Fig. 1: run 1, cells coloured by class
Fill, decap, tap and diode cells in grey.
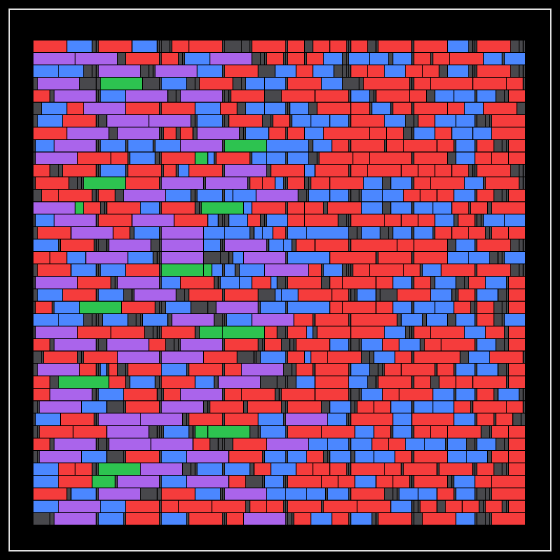
Fig. 2: run 1, clock network drawn from the DEF
The bar under the picture is 20 um long.
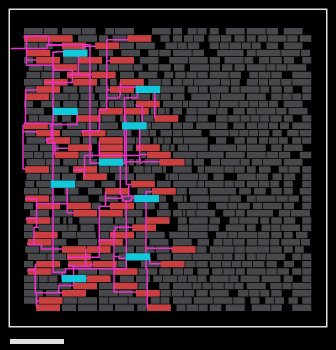
Fig. 3: run 1, wiring by layer
The bar under the picture is 20 um long. Only two layers are drawn.
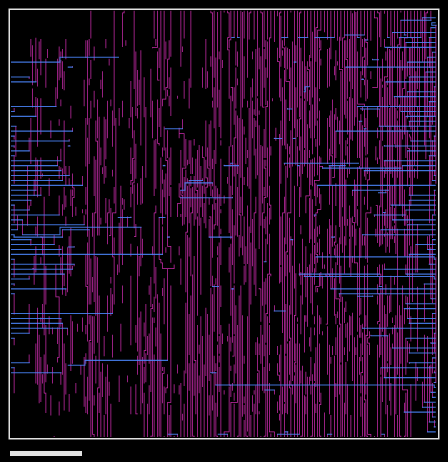
Fig. 4: run 1, clock wiring as the flow saved it
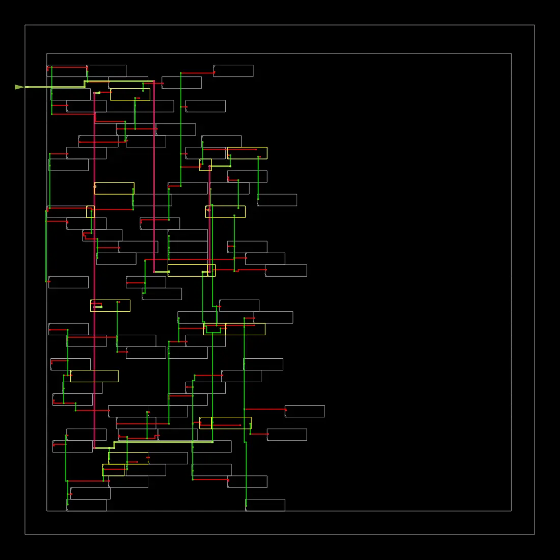
[src/rtl/mem_arb_pkg.sv]
// Shared types and limits for the unified-memory arbiter.
package mem_arb_pkg;

  typedef enum logic [1:0] {
    IDLE    = 2'd0,
    CPU_ACC = 2'd1,
    LDR_ACC = 2'd2
  } arb_state_e;

  localparam int MAX_WAIT_LIM = 15;
  localparam int WAIT_W       = 4;
  localparam int STAT_W       = 16;

endpackage

[src/rtl/arb_wait_ctr.sv]
// CPU starvation guard: saturating count of cycles the CPU has waited,
// flagged once it reaches MAX_WAIT.
module arb_wait_ctr
  import mem_arb_pkg::*;
#(
  parameter int MAX_WAIT = 4
) (
  input  logic clk,
  input  logic rst_n,
  input  logic inc_i,
  input  logic clr_i,
  output logic expired_o
);

  logic [WAIT_W-1:0] cnt_q, cnt_d;

  always_comb begin
    cnt_d = cnt_q;
    if (clr_i)
      cnt_d = '0;
    else if (inc_i && (cnt_q != WAIT_W'(MAX_WAIT_LIM)))
      cnt_d = cnt_q + 1'b1;
  end

  always_ff @(posedge clk or negedge rst_n) begin
    if (!rst_n) cnt_q <= '0;
    else        cnt_q <= cnt_d;
  end

  assign expired_o = (cnt_q >= WAIT_W'(MAX_WAIT));

endmodule

[src/rtl/mem_arbiter.sv]
// Two-port (CPU / loader) arbiter for the single unified memory port.
// Optional grant counters are built when MEM_ARB_STATS_EN is defined.
module mem_arbiter
  import mem_arb_pkg::*;
#(
  parameter int WIDTH    = 32,
  parameter int MAX_WAIT = 4
) (
  input  logic             clk,
  input  logic             reset,
  input  logic             cpu_req,
  input  logic             cpu_we,
  input  logic [WIDTH-1:0] cpu_addr,
  input  logic [WIDTH-1:0] cpu_wdata,
  output logic             cpu_gnt,
  output logic             cpu_rvalid,
  output logic [WIDTH-1:0] cpu_rdata,
  output logic             cpu_stall,
  input  logic             ldr_req,
  input  logic             ldr_we,
  input  logic [WIDTH-1:0] ldr_addr,
  input  logic [WIDTH-1:0] ldr_wdata,
  output logic             ldr_gnt,
  output logic             ldr_rvalid,
  output logic [WIDTH-1:0] ldr_rdata,
  output logic             mem_we,
  output logic [WIDTH-1:0] mem_addr,
  output logic [WIDTH-1:0] mem_wdata,
  input  logic [WIDTH-1:0] mem_rdata
`ifdef MEM_ARB_STATS_EN
  ,
  output logic [STAT_W-1:0] cpu_gnt_cnt,
  output logic [STAT_W-1:0] ldr_gnt_cnt
`endif
);

  arb_state_e state_q, state_d;
  logic       cpu_rvalid_q, ldr_rvalid_q;
  logic [WIDTH-1:0] cpu_rdata_q, ldr_rdata_q;
  logic       eff_c, eff_l, cpu_prio;

  assign cpu_gnt = (state_q == CPU_ACC);
  assign ldr_gnt = (state_q == LDR_ACC);

  // The port holding the grant is masked so it cannot be re-granted next cycle.
  assign eff_c = cpu_req && !cpu_gnt;
  assign eff_l = ldr_req && !ldr_gnt;

  assign cpu_stall = eff_c && reset;

  arb_wait_ctr #(.MAX_WAIT(MAX_WAIT)) u_wait (
    .clk       (clk),
    .rst_n     (reset),
    .inc_i     (eff_c),
    .clr_i     (cpu_gnt),
    .expired_o (cpu_prio)
  );

  always_comb begin
    state_d = IDLE;
    if (eff_c && eff_l) state_d = cpu_prio ? CPU_ACC : LDR_ACC;
    else if (eff_c)     state_d = CPU_ACC;
    else if (eff_l)     state_d = LDR_ACC;
  end

  always_ff @(posedge clk or negedge reset) begin
    if (!reset) begin
      state_q      <= IDLE;
      cpu_rvalid_q <= 1'b0;
      ldr_rvalid_q <= 1'b0;
      cpu_rdata_q  <= '0;
      ldr_rdata_q  <= '0;
    end else begin
      state_q      <= state_d;
      cpu_rvalid_q <= cpu_gnt && !cpu_we;
      ldr_rvalid_q <= ldr_gnt && !ldr_we;
      if (cpu_gnt && !cpu_we) cpu_rdata_q <= mem_rdata;
      if (ldr_gnt && !ldr_we) ldr_rdata_q <= mem_rdata;
    end
  end

  assign cpu_rvalid = cpu_rvalid_q;
  assign ldr_rvalid = ldr_rvalid_q;
  assign cpu_rdata  = cpu_rdata_q;
  assign ldr_rdata  = ldr_rdata_q;

  always_comb begin
    mem_we    = 1'b0;
    mem_addr  = '0;
    mem_wdata = '0;
    case (state_q)
      CPU_ACC: begin
        mem_we    = cpu_we;
        mem_addr  = cpu_addr;
        mem_wdata = cpu_wdata;
      end
      LDR_ACC: begin
        mem_we    = ldr_we;
        mem_addr  = ldr_addr;
        mem_wdata = ldr_wdata;
      end
      default: ;
    endcase
  end

`ifdef MEM_ARB_STATS_EN
  logic [STAT_W-1:0] cpu_cnt_q, ldr_cnt_q;

  always_ff @(posedge clk or negedge reset) begin
    if (!reset) begin
      cpu_cnt_q <= '0;
      ldr_cnt_q <= '0;
    end else begin
      if (cpu_gnt) cpu_cnt_q <= cpu_cnt_q + 1'b1;
      if (ldr_gnt) ldr_cnt_q <= ldr_cnt_q + 1'b1;
    end
  end

  assign cpu_gnt_cnt = cpu_cnt_q;
  assign ldr_gnt_cnt = ldr_cnt_q;
`endif

endmodule

[config.mk]
export PLATFORM = sky130hd
export DESIGN_NAME = mem_arbiter
export DESIGN_NICKNAME = d
export VERILOG_FILES = /design/src/rtl/mem_arb_pkg.sv /design/src/rtl/arb_wait_ctr.sv /design/src/rtl/mem_arbiter.sv
export SDC_FILE = /design/constraint.sdc
export NUM_CORES = 1
export LEC_CHECK = 0
export CORE_MARGIN = 5
export CORE_UTILIZATION = 34
export DETAILED_ROUTE_END_ITERATION = 10
export GPL_ROUTABILITY_DRIVEN = 0
export HOLD_SLACK_MARGIN = 0.08
export PLACE_DENSITY_LB_ADDON = 0.05
export SYNTH_ARGS = -nofsm -noshare
export SYNTH_HDL_FRONTEND = slang
export SYNTH_HIERARCHICAL = 1
export SYNTH_SLANG_ARGS = --single-unit
[constraint.sdc]
create_clock -name clk -period 1.8 [get_ports clk]
set_input_delay 0.36 -clock clk [delete_from_list [all_inputs] [get_ports clk]]
set_output_delay 0.36 -clock clk [all_outputs]
set_load 0.1 [all_outputs]
==> results.yml, run 1 <==
# physical design summary
cells_and_area:
  fillers: 443
  antenna_cells: 2
  comb_area_frac: 0.275
worst_setup_path:
  slowest_stage: "dfrtp_2"
  crit_start: "state_q[1]"
sta:
  slew_headroom: 0.405
  setup_viol: 67
  finalWorstSetupSlack_ps: -408
  grt_setup_unrepaired: "true"
synthesis:
  ys_seq_share: 0.454
  syn_nets: 500
  yosys-top-cells-count: "dfrtp_1, nor2_1, a22oi_1, mux2_4, buf_2"
  edf_count: 0
status:
  violations: "negative setup slack"
  status: "finished, violations left"
floorplanning:
  taps: 143
drt:
  highest_layer: "met4"
  via_count: 4264
clock_tree:
  clk_latency_ps: 340
  cts_buffer_depth: 2
worst_hold_path:
  min_path_type: "in2async"
global_routing:
  grt_pass1_vias: 4524
About Fig. 1:
- green: clock drivers and dummy loads (cells 16)
- blue: combinational and other logic (cells 228)
- purple: flops (cells 72)
- red: other buffers and delay cells (cells 343)
core area: 11400 um^2
final core utilization: 0.890

About Fig. 2:
- magenta: clock wires (length 978 um)
- cyan: clock drivers (count 9)
- red: flip-flops (count 72)
- routed clock nets: 10

About Fig. 3:
- blue: metal 3 (wire length 1570 um)
- magenta: metal 2 (wire length 12000 um)
drt wl/cell: 27.4 um
Total Routing Usage GR: 0.287

About Fig. 4:
sequential cell count: 72
Num CTS Buffers: 9
clk_skew: 9.25 ps

Fig. 5: run 1, sequential cells coloured by netlist name
The bar under the picture is 20 um long. Other sequential cells in the stronger grey, the rest of the logic in the fainter grey.
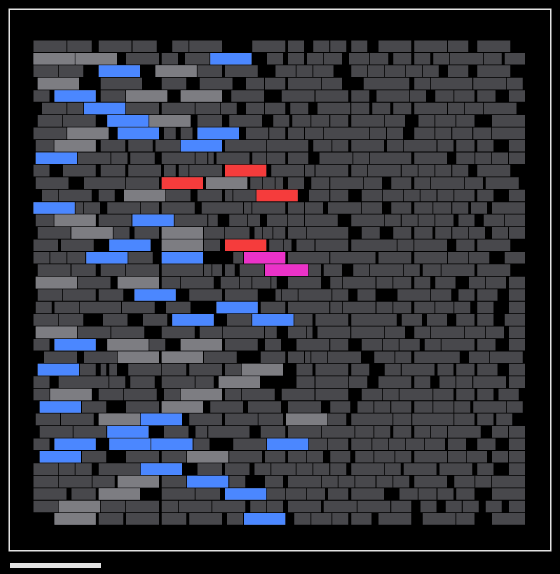

==> run 2, diff against run 1 <==
- SYNTH_HIERARCHICAL: 1 -> not set
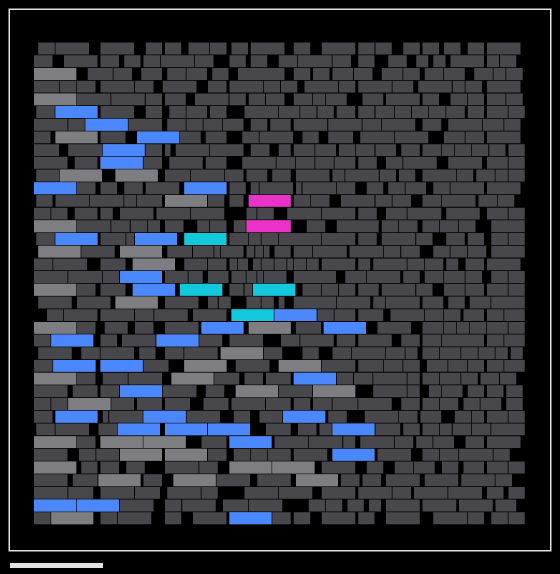
Fig. 6. Sequential cells coloured by netlist name (run 2).
The bar under the picture is 20 um long. Other sequential cells in the stronger grey, the rest of the logic in the fainter grey.
- blue: cpu_rdata (flops 32)
- magenta: state_q (flops 2)
- cyan: u_wait.cnt_q (flops 4; where centre)
- not coloured: 34
final core utilization: 0.900

==> run 2 against run 1 <==
Effect of this change:
- die area shrank 4.0%
- the run still ends with negative setup slack left
- global-route usage shrank 1.4 points
- sequential share of layout area grew 0.67 points
- highest routed layer unchanged
- final area shrank 3.6%
- critical path type unchanged
- worst setup slack gained 46 ps
- non-clock buffer count grew 9
- via count shrank 3.8%
- cell count grew 0.37%
==> results.yml, run 2 <==
# physical design summary
drt:
  highest_layer: "met4"
  via_count: 4101
cells_and_area:
  fillers: 421
  antenna_cells: 0
  seq_cells: 72
  comb_area_frac: 0.267
clock_tree:
  numCtsBuffers: 9
  cts_buffer_depth: 2
worst_hold_path:
  min_path_type: "in2async"
floorplanning:
  coreArea_um2: 10900
status:
  violations: "negative setup slack"
  status: "finished, violations left"
sta:
  setup_viol: 67
  finalWorstSetupSlack_ps: -362
  slew_headroom: 0.418
global_routing:
  grt_pass1_vias: 4630
  track_usage: 0.273
worst_setup_path:
  slowest_stage: "dfrtp_1"
  crit_start: "state_q[0]"
synthesis:
  edf_count: 0
  yosys-top-cells-count: "dfrtp_1, nor2_1, a22oi_1, mux2_2, mux2_4"
  syn_nets: 500
  ys_seq_share: 0.474
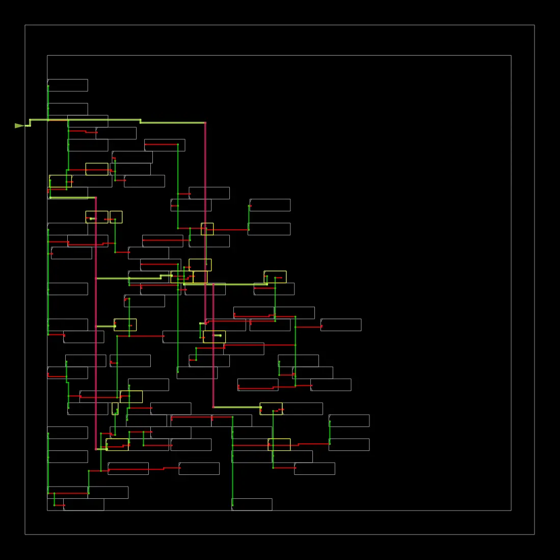
Fig. 7. Clock wiring as the flow saved it (run 2).
clk_skew: 13.0 ps
CTS sink cnt: 72

Fig. 8: run 2, clock network drawn from the DEF
The bar under the picture is 20 um long.
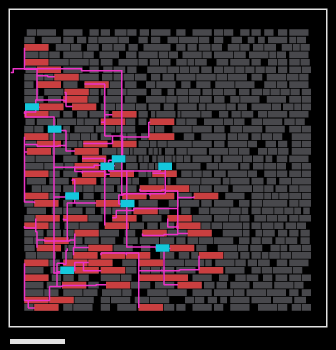

==> run 3, diff against run 2 <==
- PLACE_DENSITY: not set -> 0.93
- PLACE_DENSITY_LB_ADDON: 0.05 -> not set
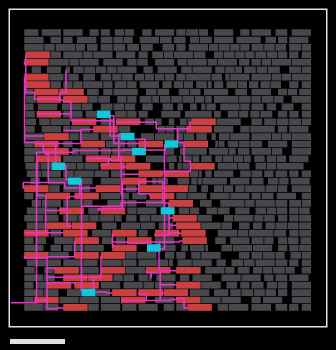
Fig. 9. Clock network drawn from the DEF (run 3).
The bar under the picture is 20 um long.
clk_lat worst skew: 350 ps
clk_skew: 10.0 ps

==> run 3 against run 2 <==
Effect of this change:
- synthesized area unchanged
- count of clock-buffer cells in the layout fell by 3
- synthesized cell count unchanged
- worst hold slack lost 31 ps
- largest cell class unchanged
- the run still ends with negative setup slack left
- critical path type unchanged
- register-to-register slack worse by 90 ps
- critical endpoint is now mem_wdata[9]
- non-clock buffer count fell by 10
==> results.yml, run 3 <==
# physical design summary
status:
  status: "finished, violations left"
  violations: "negative setup slack"
sta:
  setup_viol: 68
  slew_headroom: 0.405
  finalWorstSetupSlack_ps: -526
  grt_setup_unrepaired: "true"
worst_setup_path:
  critPathCaptureType: "output port"
  crit_start: "state_q[0]"
  slowest_stage: "dfrtp_2"
global_routing:
  grt_pass1_vias: 4785
  grt.overflow.total: 0
  track_usage: 0.310
drt:
  via_count: 4354
  highest_layer: "met5"
  wl_per_cell_um: 29.2
synthesis:
  edf_count: 0
  synth_cell_types: 27
  most_common_cell: "dfrtp_1"
  yosys-top-cells-count: "dfrtp_1, nor2_1, a22oi_1, mux2_2, mux2_4"
  ys_seq_share: 0.474
  syn_nets: 500
clock_tree:
  htreeDepth: 3
  numCtsBuffers: 9
  cts_buffer_depth: 2
  root_buffer: "clkbuf_8"
  cts_sinks: 72
floorplanning:
  fp_util: 0.349
  taps: 140
  coreArea_um2: 10900
  die_h_um: 116
cells_and_area:
  post-route-util: 0.898
  seq_cells: 72
  fillers: 432
  comb_area_frac: 0.272
  antenna_cells: 0
worst_hold_path:
  min_path_type: "in2async"
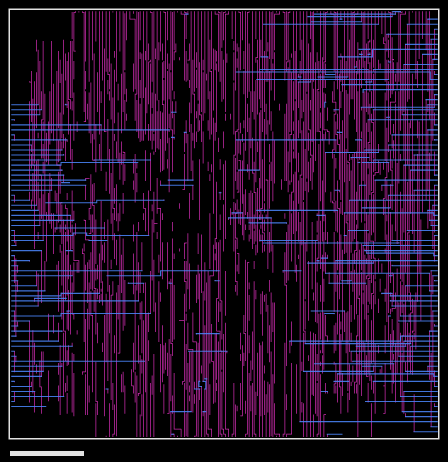
Fig. 10. Wiring by layer (run 3).
The bar under the picture is 20 um long. Only two layers are drawn.
- blue: metal 3 (wire length 2340 um)
- magenta: metal 2 (wire length 12400 um)

